Figure 1. Placed cells, one colour a class (run 1).
Drawn at 1.5 px/µm. Fill, decap, tap and diode cells in grey.
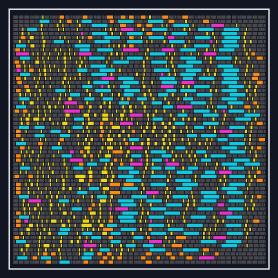
Figure 2. Placement view (run 1).
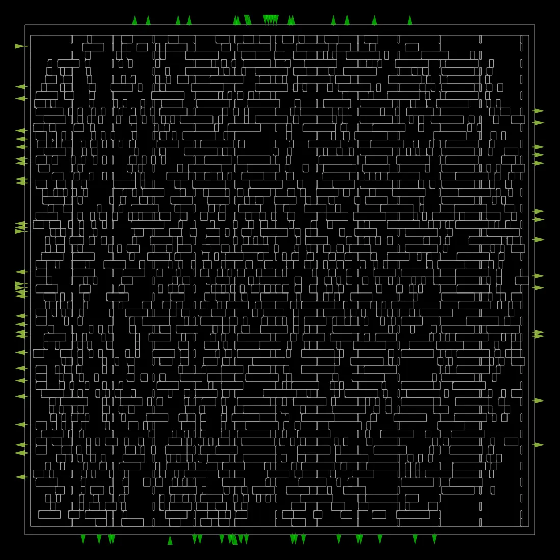
Figure 3. Power grid (run 1).
Drawn at 2 px/µm. Pins as bars on the die edge.
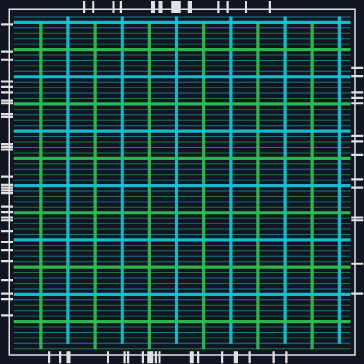
Figure 4. Metal layers overlaid (run 1).
Drawn at 2 px/µm. Only two layers are drawn.
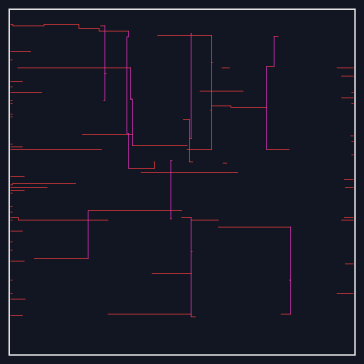
==> src/rtl/input_packet_buffer.sv <==
// Serial-to-packet input stage: assembles put-qualified byte bursts into packets,
// length-checks each burst and queues packets in a first-word-fall-through FIFO.
module input_packet_buffer #(
    parameter int unsigned BYTE_W    = 8,
    parameter int unsigned PKT_BYTES = 4,
    parameter int unsigned DEPTH     = 4,
    parameter int unsigned AF_LEVEL  = DEPTH - 1,
    parameter int unsigned CNT_W     = 16
) (
    input  logic                          clock,
    input  logic                          reset_n,
    input  logic                          put,
    input  logic [BYTE_W-1:0]             payload,
    input  logic                          read,
    output logic [PKT_BYTES*BYTE_W-1:0]   pkt_out,
    output logic                          pkt_out_avail,
    output logic                          full,
    output logic                          almost_full,
    output logic [$clog2(DEPTH+1)-1:0]    count,
    output logic                          drop,
    output logic                          short_err,
    output logic                          long_err,
    output logic [CNT_W-1:0]              drop_cnt,
    output logic [CNT_W-1:0]              len_err_cnt
);

    localparam int unsigned PKT_W  = PKT_BYTES * BYTE_W;
    localparam int unsigned PTR_W  = $clog2(DEPTH);
    localparam int unsigned OCC_W  = $clog2(DEPTH + 1);
    localparam int unsigned SLOT_W = $clog2(PKT_BYTES + 1);

    logic [PKT_W-1:0]  asm_q, asm_d;
    logic [SLOT_W-1:0] slot_q, slot_d;
    logic              ovf_q, ovf_d;
    logic [PTR_W-1:0]  wr_ptr_q, wr_ptr_d, rd_ptr_q, rd_ptr_d;
    logic [OCC_W-1:0]  count_q, count_d;
    logic              avail_q, full_q, af_q;
    logic              drop_q, drop_d, short_q, short_d, long_q, long_d;
    logic [CNT_W-1:0]  drop_cnt_q, drop_cnt_d, len_cnt_q, len_cnt_d;
    logic [PKT_W-1:0]  mem_q [DEPTH];

    logic              commit_c, push_c, pop_c, is_full_c;
    int unsigned       slot_idx;

    // Assembly, commit decision, FIFO pointer/occupancy and error bookkeeping
    always_comb begin
        asm_d      = asm_q;
        slot_d     = slot_q;
        ovf_d      = ovf_q;
        wr_ptr_d   = wr_ptr_q;
        rd_ptr_d   = rd_ptr_q;
        drop_cnt_d = drop_cnt_q;
        len_cnt_d  = len_cnt_q;
        slot_idx   = 0;

        is_full_c = (count_q == OCC_W'(DEPTH));
        commit_c  = !put && (slot_q != '0);
        pop_c     = read && (count_q != '0);
        push_c    = commit_c && (!is_full_c || read);
        drop_d    = commit_c && is_full_c && !read;
        short_d   = commit_c && (slot_q < SLOT_W'(PKT_BYTES));
        long_d    = commit_c && ovf_q;

        if (put) begin
            if (slot_q < SLOT_W'(PKT_BYTES)) begin
                slot_idx = PKT_BYTES - 1 - 32'(slot_q);
                asm_d[slot_idx*BYTE_W +: BYTE_W] = payload;
                slot_d = slot_q + SLOT_W'(1);
            end else begin
                ovf_d = 1'b1;
            end
        end else if (commit_c) begin
            asm_d  = '0;
            slot_d = '0;
            ovf_d  = 1'b0;
        end

        if (push_c) wr_ptr_d = wr_ptr_q + PTR_W'(1);
        if (pop_c)  rd_ptr_d = rd_ptr_q + PTR_W'(1);
        count_d = count_q + OCC_W'(push_c) - OCC_W'(pop_c);

        // Event counters stick at all-ones instead of wrapping
        if (drop_d && (drop_cnt_q != '1))
            drop_cnt_d = drop_cnt_q + CNT_W'(1);
        if ((short_d || long_d) && (len_cnt_q != '1))
            len_cnt_d = len_cnt_q + CNT_W'(1);
    end

    always_ff @(posedge clock) begin
        if (!reset_n) begin
            asm_q      <= '0;
            slot_q     <= '0;
            ovf_q      <= 1'b0;
            wr_ptr_q   <= '0;
            rd_ptr_q   <= '0;
            count_q    <= '0;
            avail_q    <= 1'b0;
            full_q     <= 1'b0;
            af_q       <= 1'b0;
            drop_q     <= 1'b0;
            short_q    <= 1'b0;
            long_q     <= 1'b0;
            drop_cnt_q <= '0;
            len_cnt_q  <= '0;
        end else begin
            asm_q      <= asm_d;
            slot_q     <= slot_d;
            ovf_q      <= ovf_d;
            wr_ptr_q   <= wr_ptr_d;
            rd_ptr_q   <= rd_ptr_d;
            count_q    <= count_d;
            avail_q    <= (count_d != '0);
            full_q     <= (count_d == OCC_W'(DEPTH));
            af_q       <= (count_d >= OCC_W'(AF_LEVEL));
            drop_q     <= drop_d;
            short_q    <= short_d;
            long_q     <= long_d;
            drop_cnt_q <= drop_cnt_d;
            len_cnt_q  <= len_cnt_d;
        end
    end

    // Packet storage; when full with a read, the write reuses the slot being popped
    always_ff @(posedge clock) begin
        if (reset_n && push_c)
            mem_q[wr_ptr_q] <= asm_q;
    end

    always_comb begin
        pkt_out = (count_q != '0) ? mem_q[rd_ptr_q] : '0;
    end

    assign pkt_out_avail = avail_q;
    assign full          = full_q;
    assign almost_full   = af_q;
    assign count         = count_q;
    assign drop          = drop_q;
    assign short_err     = short_q;
    assign long_err      = long_q;
    assign drop_cnt      = drop_cnt_q;
    assign len_err_cnt   = len_cnt_q;

endmodule
==> config.mk <==
export PLATFORM = sky130hd
export DESIGN_NAME = input_packet_buffer
export DESIGN_NICKNAME = d
export VERILOG_FILES = /design/src/rtl/input_packet_buffer.sv
export SDC_FILE = /design/constraint.sdc
export NUM_CORES = 1
export LEC_CHECK = 0
export ABC_AREA = 1
export CAP_MARGIN = 40
export CELL_PAD_IN_SITES_DETAIL_PLACEMENT = 2
export CELL_PAD_IN_SITES_GLOBAL_PLACEMENT = 2
export CORE_MARGIN = 1.5
export CORE_UTILIZATION = 32
export DETAILED_ROUTE_END_ITERATION = 10
export PLACE_DENSITY_LB_ADDON = 0.1
export SLEW_MARGIN = 15
export SYNTH_ARGS = -nofsm -noshare
export SYNTH_HDL_FRONTEND = slang
export SYNTH_SLANG_ARGS = --single-unit
export TNS_END_PERCENT = 30
==> constraint.sdc <==
create_clock -name clock -period 2.9 [get_ports clock]
set_input_delay 0.58 -clock clock [delete_from_list [all_inputs] [get_ports clock]]
set_output_delay 0.58 -clock clock [all_outputs]
set_load 0.02 [all_outputs]
==> results.yml, run 1 <==
# yosys + openroad results
synth:
  yosys_cells: 985
  ys_sh_mux: 0
  area_leaders: "edfxtp_1 (42%), dfxtp_1 (18%), nor2_1 (8.0%), nand2_1 (5.7%), o21ai_0 (5.1%)"
  ys_sh_simple: 0.209
  synth_top_area_share: 0.420
  ys_seq_share: 0.602
  yosysWarnings: 0
  largest_area_cell: "edfxtp_1"
  adder_share: 0.0227
  ys_chip_area_mm2: 0.00915
  synthXorXnorAreaFrac: 0.0115
  ys_top_logic_family: "simple AND/OR/NAND/NOR gates"
global_route:
  grt_pass1_vias: 7740
  gr-total-overflow: 0
  grt_pass1_wl_um: 42800
  grt_max_degree: 65
  track_usage: 0.186
power_and_ir_drop:
  power_density_mw_per_mm2: 785
  pg_seq_mw: 3.40
  p_switching_mw: 2.82
  p_sw_frac: 0.313
  ir_worst_vdd_uv: 457
  pwr-share-seq: 0.378
  power_leakage_nw: 4.38
  clkPwrFrac: 0.355
  comb_power_share: 0.267
  intPower_mw: 6.17
  power-top-group: "registers"
  fin_total_pwr_mw: 8.99
setup_path:
  arrival_ps: 2190
  cp_max_fo: 52
  required_ps: 2320
  cp-endpoint: "pkt_out[16]"
  worst_setup_path_start_kind: "flip-flop"
  r2r_end: "asm_q[2]"
sta:
  worstMarginPinSlew_ps: 730
  setup_viol: 0
  setup_ws_ps: 130
  slew_headroom: 0.514
  finClkSkew_ps: 9.04
  rsz0062_at_grt: "false"
  hold_slack_ps: 483
  hold_violations: 0
  tns_ps: 0
  period_needed_ps: 2770
  max_freq_mhz: 361
floorplanning:
  fp.dieW_um: 172
  fp_util: 0.328
  fp.dieH_um: 172
  core_mm2: 0.0279
  ios: 85
placement:
  gp_congestion: 0.769
  placed_cell_area_mm2: 0.0106
  dpl.hpwl_um: 17100
  pre_cts_ws_ps: 66.9
  dp.cells: 1428
  port_buffers: 84
clock_tree:
  clk_pin_slew_ps: 60
  cts_tree: "built"
  cts_hold_buf: 0
  cts_max_level: 1
  cts_buffers: 24
  clk_latency_ps: 510
  postCtsSetupRepairBufs: 0
  cts_resized: 6
worst_hold_path:
  hold_path.startpoint: "rd_ptr_q[1]"
  hold_path_end: "rd_ptr_q[1]"
  min_path_cells: 2
  hold_class: "reg -> reg"
final_layout:
  layout.cells.non_filler: 1473
  final_nets: 1105
  num_antenna_cells: 0
  final_cell_area_mm2: 0.0115
  syn_to_final_growth_pct: 25.2
route:
  ant_nets: 0
  drc: 0
  totalWireLength_um: 26400
  viasPerCell: 4.89
  first_pass_iters: 4
  num_vias: 7205
  drt_iter0_markers: 302
run:
  maxCapViolCount: 0
  warning_count: 34
run_status:
  status: "finished clean"
Notes on Figure 1 above:
- magenta: clock drivers and dummy loads (cells 44; share of their area 7.7%)
- cyan: registers (cells 211; share of their area 50%)
- yellow: remaining logic cells (cells 730; share of their area 32%)
- orange: remaining buffers and delay cells (cells 110; share of their area 11%)

Notes on Figure 2 above:
tap cells: 378
post-layout util: 0.410
Std-Cell Rows: 61

Notes on Figure 3 above:
- green: VSS
- cyan: VDD
- met5 straps: 12
- met1 rails: 62

Notes on Figure 4 above:
- red: M3 (wire length 842 µm)
- magenta: M4 (wire length 481 µm)

==> run 1: final cells by class <==
class                   instances  area, µm²
repair buffers                110       1170
clock inverters                16        186
multi-input cells             658       3190
flip-flops and latches        211       5510
well taps                     378        473
inverters                      72        273
clock buffers                  28        657
fillers                      3062      16500
==> run 1: per-layer routing <==
layer | share of wire | vias to the layer above | track usage
met5 | 0 | - | 0
met4 | 0.018 | 0 | 0.0405
met1 | 0.43 | 3560 | 0.227
met2 | 0.52 | 89 | 0.347
li1 | - | 3520 | -
met3 | 0.032 | 36 | 0.0270
==> run 1: cell usage after synthesis <==
cell type / number
ha_1: 15
nand2_1: 139
a21oi_1: 89
buf_4: 2
buf_6: 2
nand4_1: 37
nor2_2: 3
o21ai_1: 1
nand2_2: 3
nor3_1: 7
inv_1: 65
inv_2: 3
clkbuf_1: 25
fa_1: 1
clkbuf_2: 1
or2_2: 1
nor2_8: 1
inv_4: 1
a211oi_1: 1
nand3_1: 51
buf_2: 8
o21ai_0: 93
xor2_1: 7
nor3b_1: 1
buf_1: 6
xnor2_1: 5
nor2_1: 194
clkinv_1: 3
nor2_4: 4
and2_1: 1
dfxtp_1: 83
o21ai_2: 3
edfxtp_1: 128
nor3_4: 1
==> run 1: worst max-delay path: stages (launching register included) <==
cell,delay [ps]
dfxtp_2,370
buf_12,250
nor2_1,90
nor2_1,80
o21ai_0,90
a21oi_1,160
clkdlybuf4s50_1,610
==> run 1: registers in the layout, summed over array words and instances (netlist names), 2 cells and up, named ones only <==
signal / flops
len_err_cnt: 16
rd_ptr_q: 2
drop_cnt: 16
slot_q: 3
asm_q: 32
count: 3
mem_q: 128
wr_ptr_q: 2
==> run 2, diff against run 1 <==
- CORE_UTILIZATION: 32 -> 34
- CTS_BUF_LIST: default -> sky130_fd_sc_hd__clkbuf_8
- HOLD_SLACK_MARGIN: default -> 0.05
Figure 5. Clock distribution (run 2).
Drawn at 3 px/µm.
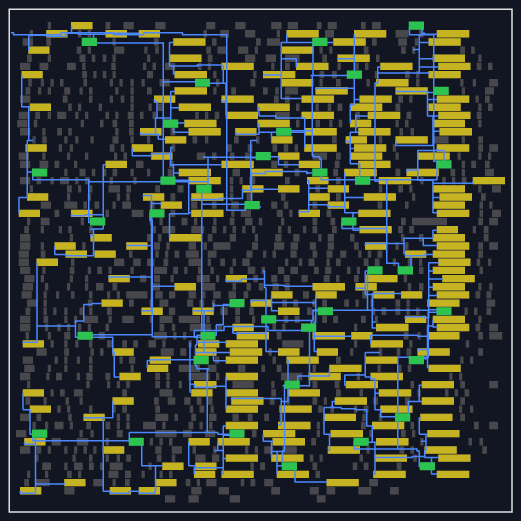
- blue: clock wires (length 3190 µm)
- green: clock-net drivers (count 38)
- yellow: flip-flops (count 211)
- flops lie: all over the die
- routed clock nets: 39

Figure 6. Power grid (run 2).
Drawn at 2 px/µm. Pins as bars on the die edge.
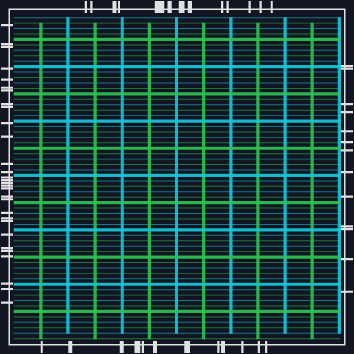
- green: VSS
- cyan: VDD
- met1 rails: 60
- rows: 59

==> run 2 against run 1 <==
Sequential share of layout area rose by 0.78 points. Routed wire length rose by 3.8%. Synthesized area stayed put. First-iteration DRC count down 26%. Global-route usage grew 1.6 points. Fmax increased by 1.4%. Via count increased by 3.1%. Synthesized cell count unchanged. Critical path depth stayed put. Hold slack better by 14 ps. Clock power fell by 16%. Critical path type unchanged. Critical endpoint is now pkt_out[7]. Largest power group unchanged.
==> results.yml, run 2 <==
# yosys + openroad results
setup_path:
  cp_common_cell: "nor2_1"
  required_ps: 2320
  cp_slowest_cell: "dfxtp_2"
  cp_cell_sequence: "buf_12 > nor2_1 > nor2_1 > o21ai_0 > a21oi_1 > dlygate4sd2_1"
final_layout:
  syn_to_final_growth_pct: 23.2
  final_nets: 1121
  fillCellCount: 2852
  top_register: "mem_q"
  largest_reg_flops: 128
  num_antenna_cells: 0
synth:
  synthFlopType: "edfxtp_1"
  top_cells_by_count: "nor2_1 (194), nand2_1 (139), edfxtp_1 (128)"
  synthArstFlopShare: 0
  ys_seq_share: 0.602
  yosysWarnings: 0
  ys_chip_area_mm2: 0.00915
  synth.most_common_cell: "nor2_1"
  largest_area_cell: "edfxtp_1"
  edf_count: 128
sta:
  slew_headroom: 0.528
  hold_slack_ps: 497
  hold_violations: 0
  rsz0062_at_grt: "false"
  worstMarginPinSlew_ps: 707
  period_needed_ps: 2730
  max_freq_mhz: 366
placement:
  gp_congestion: 0.795
  dpl.hpwl_um: 17500
  port_buffers: 84
power_and_ir_drop:
  p_sw_frac: 0.343
  ir_worst_vdd_uv: 363
  pwr-share-seq: 0.405
  power_leakage_nw: 4.25
  clkPwrFrac: 0.317
  power-top-group: "registers"
route:
  first_pass_iters: 4
  m1WireLength_um: 11600
  num_vias: 7428
  drc: 0
  viasPerCell: 5.09
  dr_wl_met2_um: 14400
  ant_nets: 0
run_status:
  status: "finished clean"
global_route:
  grtUsageMet3: 0.0309
  grt_use_met1: 0.236
  grt_pass1_wl_um: 44500
  grt_pass1_vias: 8244
  track_usage: 0.203
  gr-total-overflow: 0
  use_met2: 0.385
floorplanning:
  fp_util: 0.349
  fp-row-count: 59
  fp.dieW_um: 167
  core_mm2: 0.0262
  ios: 85
clock_tree:
  clk_latency_ps: 540
  cts_resized: 29
  cts_hold_buf: 0
  cts_max_level: 2
  cts_buffers: 38
  clk_pin_slew_ps: 60
  cts_tree: "built"
  postCtsSetupRepairBufs: 1
run:
  warning_count: 35
worst_hold_path:
  hold_class: "reg -> reg"
  hold_path.startpoint: "rd_ptr_q[0]"
==> run 2: cell count changes in the layout (fill, tap and decap cells not counted), moves of 2 or more <==
cell / delta
clkdlybuf4s50_1: -4
clkbuf_16: -25
bufinv_16: -4
inv_1: +16
inv_6: +2
clkinv_2: -2
clkinv_1: -2
dlygate4sd2_1: +21
nand3_1: -2
nand3_2: +2
clkbuf_8: +43
clkinv_4: -3
dlymetal6s2s_1: -17
==> run 2: worst paths after layout <==
path	slack (ps)	endpoint	depth (start not counted)
worst max-delay path	170	pkt_out[7]	6
worst min register to register	500	rd_ptr_q[0]	1
worst max register to register	300	full	14
worst min-delay path	500	rd_ptr_q[0]	1
==> run 2: per-stage QoR <==
stage	total power [mW]	worst slack [ps]	instances	instance area (µm²)
floorplan	4.79	24.4	985	9150
global placement	5.91	103	1386	10500
detailed placement	5.99	23.9	1386	10500
CTS	8.59	-107	1458	11200
global route	8.91	11.0	1458	11300
finish	8.43	169	1458	11300
==> run 2: critical path, delay by kind of cell (launching register included) <==
kind	cells	cell delay (ps)
buffers and inverters	2	620
flip-flops	1	450
AND-OR/OR-AND	2	350
AND/OR/NAND/NOR	2	180
==> run 2: layout make-up <==
cell class / instances / area (µm²) / area share
Timing Repair Buffer: 112 / 1140 / 0.101
Multi-Input combinational cell: 658 / 3200 / 0.284
Sequential cell: 211 / 5510 / 0.488
Inverter: 72 / 279 / 0.0247
Tap cell: 335 / 419 / 0.0372
Clock inverter: 25 / 108 / 0.00954
Clock buffer: 45 / 619 / 0.0549
==> run 2: cell families after synthesis <==
kind of cell | after synthesis | synth area share
compound gates | 187 | 0.104
simple gates | 443 | 0.209
flops | 211 | 0.602
fa+ha+maj | 16 | 0.0227
xor+xnor | 12 | 0.0115
buf+inv | 116 | 0.0516
Power is estimated from default activity; no workload was simulated.
